### Logic cells by family

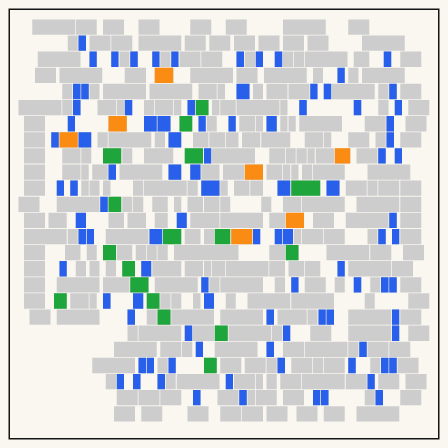
### Placement density heat map

7 x 7 tiles, from white (low) to dark blue (high), 0 to 100% covered.
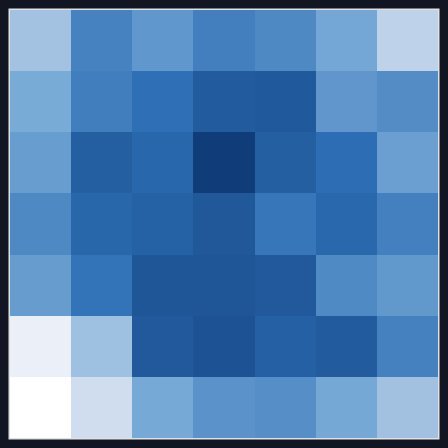
### Track usage over the die

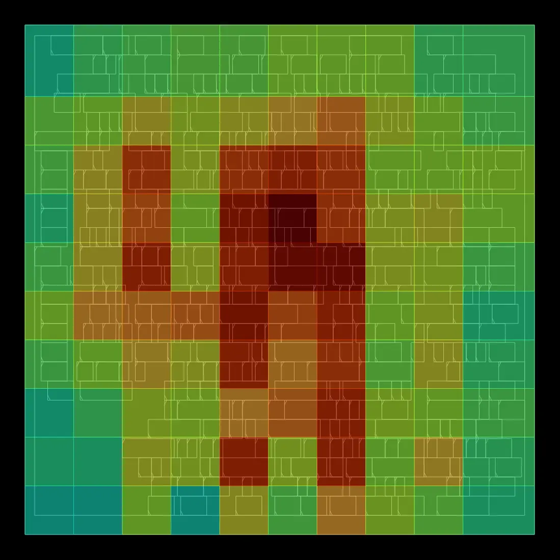
==> config.mk <==
export PLATFORM = sky130hd
export DESIGN_NAME = instr_fetch
export DESIGN_NICKNAME = d
export VERILOG_FILES = /design/src/rtl/instr_fetch_pkg.sv /design/src/rtl/instr_fetch.sv
export SDC_FILE = /design/constraint.sdc
export NUM_CORES = 1
export LEC_CHECK = 0
export ABC_CLOCK_PERIOD_IN_PS = 2700
export CAP_MARGIN = 20
export CORE_UTILIZATION = 47
export DETAILED_ROUTE_END_ITERATION = 16
export PLACE_DENSITY = 0.85
export SLEW_MARGIN = 0
export SYNTH_ARGS = -nofsm -noshare
export SYNTH_HDL_FRONTEND = slang
export SYNTH_SLANG_ARGS = --single-unit
==> constraint.sdc <==
create_clock -name clk -period 2.7 [get_ports clk]
set_input_delay 0.81 -clock clk [delete_from_list [all_inputs] [get_ports clk]]
set_output_delay 0.81 -clock clk [all_outputs]
set_load 0.02 [all_outputs]
==> summary.txt <==
run metrics: outcome=complete, no violations, Post-layout nets=between 400 and 500, H-tree depth=2, min setup slack post-route=between 150 and 200 ps, flip-flops=50, Worst path depth=3, most frequent cells in the layout=clkdlybuf4s50_1 (90), nand2_1 (78), dfxtp_1 (50), syn avg cell area=7.58 µm², hold depth=2, # resized after CTS=0, antenna viol nets, final=0, Cell Int Power=0.00117 W, number of enable flip-flop cells=0, Achievable Freq=between 300 and 400 MHz, # clk buffers=5, DR vias=2516, area share, top type=0.432, DR top layer=met4, CP max-delay cell=clkdlybuf4s50_1, Clock Power Share=0.331, first-pass GRT wire length=10.7 mm, drt first pass iters=4, initial antenna violation count=0, Top Usage Layer GRT=met2, I/O pins=92, Mux area share=0, setup TNS=0 ps, switching power total=roughly 0.00041 W, filler cell count=383, Crit path buffers/inverters=1, Synth Register Bits=50, FP Rows=25, main flop type=dfxtp_1, Synth Warn #=0, CTS root buffer=clkbuf_8, worst vdd ir=roughly 0.27 mV
About 'Logic cells by family':
family	color	cells
AND and OR gates	green	17
NAND gates	blue	96
AND-OR and OR-AND gates	orange	7
Non-Filler Instances: 461
Commonest Layout Cell: clkdlybuf4s50_1

About 'Placement density heat map':
mean over tiles	64%
nearly empty tiles	2.0%
tiles over 75% full	37%
fullest tile	95%
densest ninth of the die	middle
emptiest ninth of the die	bottom left
core area: 4720 µm²
core utilization at floorplan: 0.491

About 'Track usage over the die':
WL/cell: 14.3 µm
met1 usage: 0.318
met2 Resource Use GR: 0.437
gr usage total: 0.261

Power figures rest on the tool's default switching activity, not on a simulated workload.
